[src/rtl/mapper_stream.sv]
// mapper_stream: streaming modulation mapper.
// Accepts DATA_WIDTH-bit words with a per-word scheme under valid/ready and
// serialises each word (MSB first) into one saturated I/Q symbol per cycle.
// Ports:
//   clk, rst            clock, asynchronous active-high reset
//   in_valid/in_ready   input word handshake
//   in_data, in_scheme  word bits and scheme (1 PI/2-BPSK, 2 BPSK, 3 QPSK,
//                       4 QAM16, 5 QAM64; other codes are illegal)
//   out_valid/out_ready output symbol handshake
//   out_i, out_q        signed symbol components
//   out_last, out_index last-symbol flag and symbol index within the word
//   scheme_err          one-cycle pulse after an illegal-scheme word is taken
module mapper_stream #(
  parameter int unsigned          DATA_WIDTH      = 12,
  parameter int unsigned          OUT_WIDTH       = 16,
  parameter logic [OUT_WIDTH-1:0] BPSK_AMPLITUDE  = 16'h5A82,
  parameter logic [OUT_WIDTH-1:0] QPSK_AMPLITUDE  = 16'h5A82,
  parameter logic [OUT_WIDTH-1:0] QAM16_AMPLITUDE = 16'h287A,
  parameter logic [OUT_WIDTH-1:0] QAM64_AMPLITUDE = 16'h13C0
) (
  input  logic                          clk,
  input  logic                          rst,
  input  logic                          in_valid,
  output logic                          in_ready,
  input  logic [DATA_WIDTH-1:0]         in_data,
  input  logic [3:0]                    in_scheme,
  output logic                          out_valid,
  input  logic                          out_ready,
  output logic signed [OUT_WIDTH-1:0]   out_i,
  output logic signed [OUT_WIDTH-1:0]   out_q,
  output logic                          out_last,
  output logic [$clog2(DATA_WIDTH)-1:0] out_index,
  output logic                          scheme_err
);

  localparam int unsigned IW = $clog2(DATA_WIDTH);
  localparam int unsigned PW = OUT_WIDTH + 3;
  localparam logic signed [PW-1:0] SAT_MAX = $signed({4'b0000, {(OUT_WIDTH-1){1'b1}}});
  localparam logic signed [PW-1:0] SAT_MIN = $signed({4'b1111, {(OUT_WIDTH-1){1'b0}}});

  typedef enum logic {IDLE, RUN} state_t;
  typedef enum logic [3:0] {
    SCH_PI2   = 4'd1,
    SCH_BPSK  = 4'd2,
    SCH_QPSK  = 4'd3,
    SCH_QAM16 = 4'd4,
    SCH_QAM64 = 4'd5
  } scheme_t;

  // Level magnitude (1..7) times amplitude by shift-add, sign applied, then
  // saturated to the signed output range.
  function automatic logic signed [OUT_WIDTH-1:0] scale(
    input logic [2:0]           mag,
    input logic                 neg,
    input logic [OUT_WIDTH-1:0] amp
  );
    logic signed [PW-1:0] p;
    p = '0;
    if (mag[0]) p = p + $signed({3'b000, amp});
    if (mag[1]) p = p + $signed({2'b00, amp, 1'b0});
    if (mag[2]) p = p + $signed({1'b0, amp, 2'b00});
    if (neg) p = -p;
    if (p > SAT_MAX) return $signed(SAT_MAX[OUT_WIDTH-1:0]);
    if (p < SAT_MIN) return $signed(SAT_MIN[OUT_WIDTH-1:0]);
    return $signed(p[OUT_WIDTH-1:0]);
  endfunction

  state_t                        state_q, state_d;
  scheme_t                       scheme_q, scheme_d;
  logic [DATA_WIDTH-1:0]         sreg_q, sreg_d;
  logic [IW-1:0]                 idx_q, idx_d;
  logic                          out_valid_q, out_valid_d;
  logic signed [OUT_WIDTH-1:0]   out_i_q, out_i_d, out_q_q, out_q_d;
  logic                          out_last_q, out_last_d;
  logic                          scheme_err_q, scheme_err_d;

  logic                          fire_out, accept, legal, load, step;
  logic [DATA_WIDTH-1:0]         src;
  scheme_t                       sch;
  logic [IW-1:0]                 idx, last_idx;
  logic [5:0]                    top;
  logic [2:0]                    k, mag_i, mag_q;
  logic                          neg_i, neg_q;
  logic [OUT_WIDTH-1:0]          amp;

  always_comb begin
    state_d      = state_q;
    scheme_d     = scheme_q;
    sreg_d       = sreg_q;
    idx_d        = idx_q;
    out_valid_d  = out_valid_q;
    out_i_d      = out_i_q;
    out_q_d      = out_q_q;
    out_last_d   = out_last_q;
    scheme_err_d = 1'b0;

    fire_out = out_valid_q & out_ready;
    // Also ready while the final symbol is being taken, so words chain
    // without a bubble.
    in_ready = (state_q == IDLE) | (fire_out & out_last_q);
    accept   = in_valid & in_ready;
    legal    = (in_scheme >= 4'd1) && (in_scheme <= 4'd5);
    load     = accept & legal;
    step     = fire_out & ~out_last_q;

    // One mapping datapath serves both symbol 0 of a new word (straight from
    // in_data) and later symbols (from the shift register).
    src = load ? in_data : sreg_q;
    sch = load ? scheme_t'(in_scheme) : scheme_q;
    idx = load ? '0 : idx_q + 1'b1;
    top = src[DATA_WIDTH-1 -: 6];

    k        = 3'd1;
    amp      = BPSK_AMPLITUDE;
    mag_i    = 3'd1;
    mag_q    = 3'd1;
    neg_i    = top[5];
    neg_q    = top[5];
    last_idx = IW'(DATA_WIDTH - 1);
    case (sch)
      SCH_PI2: begin
        neg_i = top[5] ^ idx[0];   // odd symbols rotated by j
      end
      SCH_BPSK: begin
      end
      SCH_QPSK: begin
        k        = 3'd2;
        amp      = QPSK_AMPLITUDE;
        neg_q    = top[4];
        last_idx = IW'(DATA_WIDTH / 2 - 1);
      end
      SCH_QAM16: begin
        k        = 3'd4;
        amp      = QAM16_AMPLITUDE;
        neg_q    = top[4];
        mag_i    = top[3] ? 3'd3 : 3'd1;
        mag_q    = top[2] ? 3'd3 : 3'd1;
        last_idx = IW'(DATA_WIDTH / 4 - 1);
      end
      SCH_QAM64: begin
        k        = 3'd6;
        amp      = QAM64_AMPLITUDE;
        neg_q    = top[4];
        mag_i    = top[3] ? (top[1] ? 3'd7 : 3'd5) : (top[1] ? 3'd1 : 3'd3);
        mag_q    = top[2] ? (top[0] ? 3'd7 : 3'd5) : (top[0] ? 3'd1 : 3'd3);
        last_idx = IW'(DATA_WIDTH / 6 - 1);
      end
      default: begin
      end
    endcase

    if (fire_out & out_last_q) begin
      out_valid_d = 1'b0;
      state_d     = IDLE;
    end
    if (accept & ~legal) scheme_err_d = 1'b1;
    if (load | step) begin
      state_d     = RUN;
      scheme_d    = sch;
      idx_d       = idx;
      sreg_d      = src << k;
      out_valid_d = 1'b1;
      out_i_d     = scale(mag_i, neg_i, amp);
      out_q_d     = scale(mag_q, neg_q, amp);
      out_last_d  = (idx == last_idx);
    end
  end

  always_ff @(posedge clk or posedge rst) begin
    if (rst) begin
      state_q      <= IDLE;
      scheme_q     <= SCH_BPSK;
      sreg_q       <= '0;
      idx_q        <= '0;
      out_valid_q  <= 1'b0;
      out_i_q      <= '0;
      out_q_q      <= '0;
      out_last_q   <= 1'b0;
      scheme_err_q <= 1'b0;
    end else begin
      state_q      <= state_d;
      scheme_q     <= scheme_d;
      sreg_q       <= sreg_d;
      idx_q        <= idx_d;
      out_valid_q  <= out_valid_d;
      out_i_q      <= out_i_d;
      out_q_q      <= out_q_d;
      out_last_q   <= out_last_d;
      scheme_err_q <= scheme_err_d;
    end
  end

  assign out_valid  = out_valid_q;
  assign out_i      = out_i_q;
  assign out_q      = out_q_q;
  assign out_last   = out_last_q;
  assign out_index  = idx_q;
  assign scheme_err = scheme_err_q;

endmodule

[config.mk]
export PLATFORM = sky130hd
export DESIGN_NAME = mapper_stream
export DESIGN_NICKNAME = d
export VERILOG_FILES = /design/src/rtl/mapper_stream.sv
export SDC_FILE = /design/constraint.sdc
export NUM_CORES = 1
export LEC_CHECK = 0
export ABC_AREA = 1
export ABC_CLOCK_PERIOD_IN_PS = 4600
export CORE_UTILIZATION = 56
export CTS_CLUSTER_SIZE = 8
export DETAILED_ROUTE_END_ITERATION = 7
export HOLD_SLACK_MARGIN = 0.06
export PLACE_DENSITY = 0.9
export SLEW_MARGIN = 20
export SYNTH_ARGS = -nofsm -noshare
export SYNTH_HDL_FRONTEND = slang
export SYNTH_SLANG_ARGS = --single-unit
[constraint.sdc]
create_clock -name clk -period 4.6 [get_ports clk]
set_clock_uncertainty 0.15 [all_clocks]
set_input_delay 0.92 -clock clk [delete_from_list [all_inputs] [get_ports clk]]
set_output_delay 0.92 -clock clk [all_outputs]
set_load 0.005 [all_outputs]
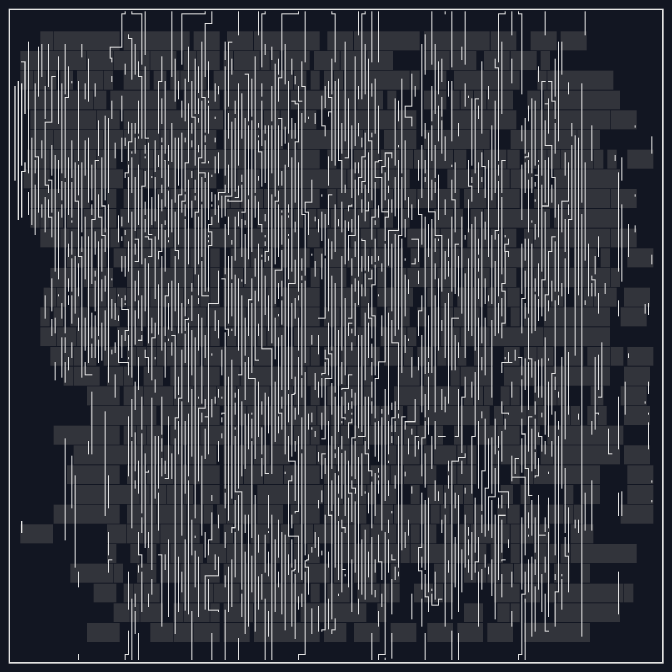
(run_1/met2.png)
main direction: vertical
share of all routed wire: 47%
longest straight run: 58.1 um
wire length on this layer: 6660 um

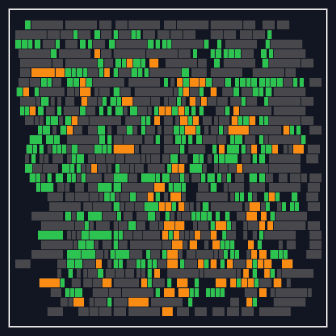
(run_1/gate_families.png)
[inverting AOI/OAI gates] orange | cells: 96 | most used: o21ai_0
[NAND gates] green | cells: 292 | most used: nand2_1 | where: widely spread

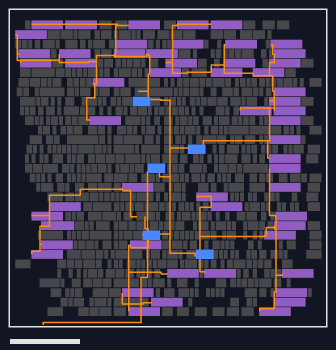
(run_1/clock_map.png)
The bar under the picture is 20 um long.
[cells driving clock nets] blue | count: 5
[clock wires] orange | length: 657 um
[flip-flops] purple | count: 55
routed clock nets: 6
Latency at later pin: 320 ps
clk pwr: 339 uW
clock power share: 8.4%

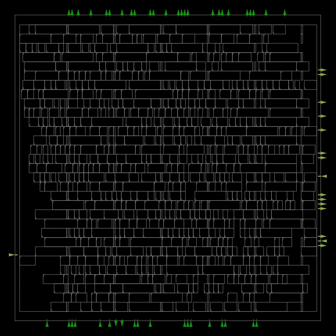
(run_1/final_placement.png)
tally of filler cells in the layout: 473
post-layout util: 79.9%

## run 1: where the power goes
group	total, uW	internal (uW)	switching [uW]
registers	821	693	128
clock network	339	165	174
logic	2860	1230	1630
total	4020	2090	1930
## run 1: repair_timing
item / 4_1_cts / 5_1_grt
pin swaps: 6 / 28
setup buffers: 6 / 5
setup endpoints to repair: 26 / 30
gates resized: 6 / 54
cloned: 0 / 1
## run 1: worst paths after layout
| check | from | end | slack [ps] | depth (start not counted) |
|---|---|---|---|---|
| setup / recovery | in_valid | out_q[10] | 30 | 31 |
| hold / removal | out_q[0] | out_q[0] | 340 | 2 |
| setup reg to reg | out_last | out_q[10] | 530 | 33 |
| hold reg to reg | out_q[0] | out_q[0] | 340 | 2 |
| max in group asynchronous | rst | out_q[12] | 2790 | 2 |
| min in group asynchronous | rst | out_i[3] | 960 | 2 |
==> flow_summary.toml, run 1 <==
# synthesis and place-and-route metrics
[timing]
hold_viol = 0
post-route-worst-setup-slack_ps = 31.2
setup_tns_ps = 0
maxSlewHeadroom_pct = 35.3
finalSetupViolations = 0
fin_crit_sh_pct = 99.3
drv_slew = 0

[drt]
antenna_left = 0
drt_iter0_markers = 782
first_pass_iters = 7
route.detailed.drc = 0
num_vias = 5040
wl_met1_um = 5510
via_per_inst = 5.89
wl_met2_um = 6660
wl_per_cell_um = 16.7
wl_um = 14300

[synth]
avgSynthCellArea_um2 = 6.84
ys_seq_share_pct = 31.8
synth.cellmix.simpleShare_pct = 36.0
syn_nets = 670
async_flop_share_pct = 100
yosys-top-cells-count = "194 x nand2_1, 72 x nand3_1, 56 x inv_1, 54 x dfrtp_1, 45 x nor2_1"
edf_count = 0
logic_family = "simple AND/OR/NAND/NOR gates"
synthXorXnorAreaFrac_pct = 4.25
yosys_warnings = 0
ys_cells = 633
synth-seq-cells = 55
top_area_cell = "dfrtp_1"
synth_cell_types = 45
netlist_area_um2 = 4330

[pwr]
ir_worst_vdd_mv = 0.329
totalPowerFinal_uw = 4020
p_leak_uw = 0.00295

[run_status]
status = "finished clean"

[placement]
dp_slack_ps = -395
hpwlAfterDp_um = 9200
port_buffers = 59

[cells_and_area]
flops = 55
n_all_buffers = 141
finalNetCount = 792
logic_area_um2 = 2760
lay_top_cells = "179 x nand2_1, 77 x buf_4, 67 x nand3_1"
comb_area_share_pct = 46.8
logic_gate_count = 486
n_all_inverters = 66
layout.cells.non_filler = 855
area_delta_synth_final_pct = 36.1
seq_share_pct = 23.4
area.sequential_um2 = 1380
clock_area_share_pct = 1.97
area_share_nonclk_buffers_pct = 21.4

[clock_tree]
clock_sinks = 55
root_buffer = "clkbuf_8"
cts_buffer_depth = 2

[grt]
antenna_found_initial = 0
grt_busiest_layer = "met2"
grt_usage_pct = 33.2
met2_usage_pct = 56.6
grt_max_degree = 56
grt_pass1_vias = 4761

[setup_path]
path_common_cell = "nand2_1"
cp_slowest_cell = "clkdlybuf4s50_1"
cp.required_ps = 4700
end_kind = "register"
crit_buf_inv = 8
cpPeakStageDelay_ps = 520

[run]
openroad.warnings = 33
max_cap_viol_count = 0

[floorplanning]
core_area_um2 = 7370
fp-utilization_pct = 58.8
chipHeight_um = 89.9
io_pins = 60
rows = 31

[min_path]
hold_class = "register to register"
==> run_1/cell_classes.png <==
The bar under the picture is 20 um long.
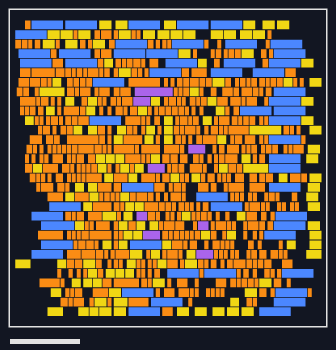

## Run 2: what changed since run 1
Settings changed: CAP_MARGIN set to 20, MAX_ROUTING_LAYER set to met4.
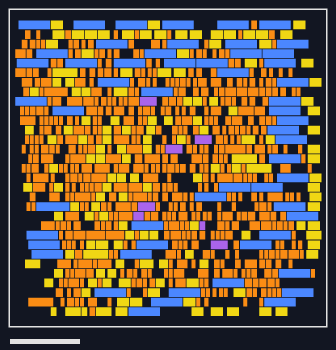
(run_2/cell_classes.png)
The bar under the picture is 20 um long.
[other buffers and delay cells] yellow | cells: 139
[clock drivers and dummy loads] purple | cells: 7
[flip-flops] blue | cells: 55
[all other logic] orange | cells: 552

==> run 2 against run 1 <==
Compared with the run above:
- fmax up 5.9%
- synthesized cell count unchanged
- die area unchanged
- sequential cell count unchanged
- count of clock-buffer cells in the layout unchanged
- non-clock buffer count down 2
- routed wire length down 9.7%
- global-route usage up 0.41 points
- utilization down 2.2 points
- register-to-register slack better by 60 ps
- via count down 2.8%
==> flow_summary.toml, run 2 <==
# synthesis and place-and-route metrics
[placement]
port_buffers = 59
dp_slack_ps = -466

[synth]
synth-seq-cells = 55
yosys_warnings = 0
edf_count = 0
top_area_cell = "dfrtp_1"
ys_seq_share_pct = 31.8
synth_cell_types = 45

[timing]
maxSlewHeadroom_pct = 63.6
fin_crit_sh_pct = 93.8
hold_viol = 0
finalSetupViolations = 0

[floorplanning]
core_area_um2 = 7370

[drt]
num_vias = 4899
drt_iter0_markers = 553
wl_um = 12900
wl_met1_um = 5500
wl_per_cell_um = 15.1
first_pass_iters = 5
wl_met2_um = 6220

[pwr]
p_int_uw = 1980
ir_worst_vdd_mv = 0.358
p_leak_uw = 0.00294
comb_cell_power_uw = 2700

[cells_and_area]
area_delta_synth_final_pct = 32.3
n_all_inverters = 66
layout.cells.non_filler = 852
comb_area_share_pct = 46.0
clock_area_share_pct = 1.44

[clock_tree]
postCtsSetupBuffers = 7
cts_buffer_depth = 2
clock_latency_ps = 310
root_buffer = "clkbuf_8"

[setup_path]
cp.required_ps = 4710
r2r_start = "out_last"
path_common_cell = "nand2_1"
critPathLaunch = "out_ready"

[grt]
met2_usage_pct = 56.0
grt_usage_pct = 33.6
grt_max_degree = 35

[run]
max_cap_viol_count = 0
openroad.warnings = 33

[min_path]
min_from = "out_i[6]"

[run_status]
status = "finished clean"
-- run 2: cell counts after synthesis --
No cell type changed its count.
-- run 2: cells by family (layout without fill, tap and decap cells) --
logic type	after synthesis	in the layout	synth area share, %
buffers and inverters	92	212	9.04
and+or+nand+nor	350	350	36.0
AOI/OAI and AO/OA	97	97	13.7
DFF	55	55	31.8
xor gates and xnor gates	21	21	4.25
adders and majority gates	17	17	4.91
muxes	1	1	0.231
-- run 2: path summary, 6_finish.rpt --
check                          endpoint  slack, ps  depth (start not counted)
setup / recovery              out_q[13]        290                         30
hold / removal                 out_i[6]        350                          2
setup reg to reg              out_q[13]        590                         29
hold reg to reg                out_i[6]        350                          2
max in group asynchronous      out_i[6]       2930                          3
min in group asynchronous  out_index[1]        810                          2
==> run_2/gate_families.png <==
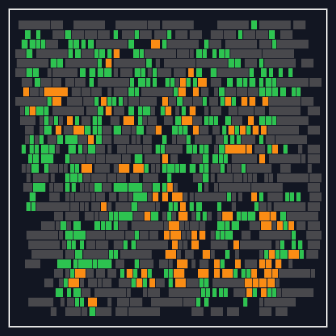

## Run 3: what changed since run 2
Settings changed: CORE_ASPECT_RATIO set to 0.8.
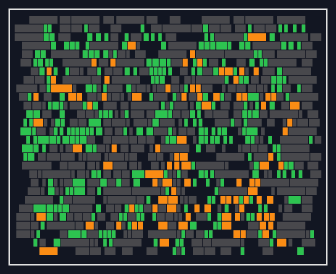
(run_3/gate_families.png)
[inverting AOI/OAI gates] orange | cells: 96 | most used: o21ai_0
[NAND gates] green | cells: 292 | most used: nand2_1 | where: widely spread
most common logic cell in the routed design: nand2_1
Comb/total area: 46.1%
non-filler cells in the finished layout: 865

==> run 3 against run 2 <==
Compared with the run above:
- sequential cell count unchanged
- clock power up 26%
- combinational power rose by 3%
- routed wire length rose by 4.7%
==> flow_summary.toml, run 3 <==
# synthesis and place-and-route metrics
[synth]
avgSynthCellArea_um2 = 6.84
syn_nets = 670
ys_seq_share_pct = 31.8
synth_cell_types = 45
synth-compound-area-share_pct = 13.7
synthXorXnorAreaFrac_pct = 4.25
async_flop_share_pct = 100
logic_family = "simple AND/OR/NAND/NOR gates"
yosys-top-cells-count = "194 x nand2_1, 72 x nand3_1, 56 x inv_1, 54 x dfrtp_1, 45 x nor2_1"
edf_count = 0

[run_status]
status = "finished clean"

[drt]
via_per_inst = 5.71
num_vias = 4935
drt_iter0_markers = 457
wl_met2_um = 6150
wl_per_cell_um = 15.6
wl_met1_um = 5920
wl_um = 13500
first_pass_iters = 5

[grt]
grt_max_degree = 56
grt_pass1_vias = 4559

[timing]
fin_crit_sh_pct = 93.0
maxSlewHeadroom_pct = 54.0
setup_tns_ps = 0
finalSetupViolations = 0

[setup_path]
cp-endpoint = "out_q[1]"
rrSetupSlack_ps = 650
r2r_cells = 30

[pwr]
ir_worst_vdd_mv = 0.379
p_leak_uw = 0.00300

[cells_and_area]
finalNetCount = 796
area_delta_synth_final_pct = 35.2
fill_cells = 544

[floorplanning]
fp-utilization_pct = 58.3
core_area_um2 = 7430

[placement]
hpwlAfterDp_um = 9790

[clock_tree]
cts_buffer_depth = 2
-- run 3: final cells by class --
class,instances,area (um^2),area share (%)
clock inverter,3,46.3,0.791
sequential,55,1380,23.5
inverter,66,255,4.36
timing repair buffer,145,1280,21.8
multi-input combinational,486,2700,46.1
clock buffer,5,68.8,1.18
tap,105,131,2.24
-- run 3: what timing repair did --
item,4_1_cts,5_1_grt
setup buffers,7,3
setup endpoints to repair,29,30
resized,8,37
hold endpoints to repair,0,0
pin swaps,8,15
hold buffers,0,0
-- run 3: power by group --
group | leakage (uW) | internal, uW | switching [uW]
combinational | 0.00226 | 1210 | 1580
clock | 0.0000548 | 165 | 179
sequential | 0.000683 | 693 | 122
Power figures rest on the tool's default switching activity, not on a simulated workload.
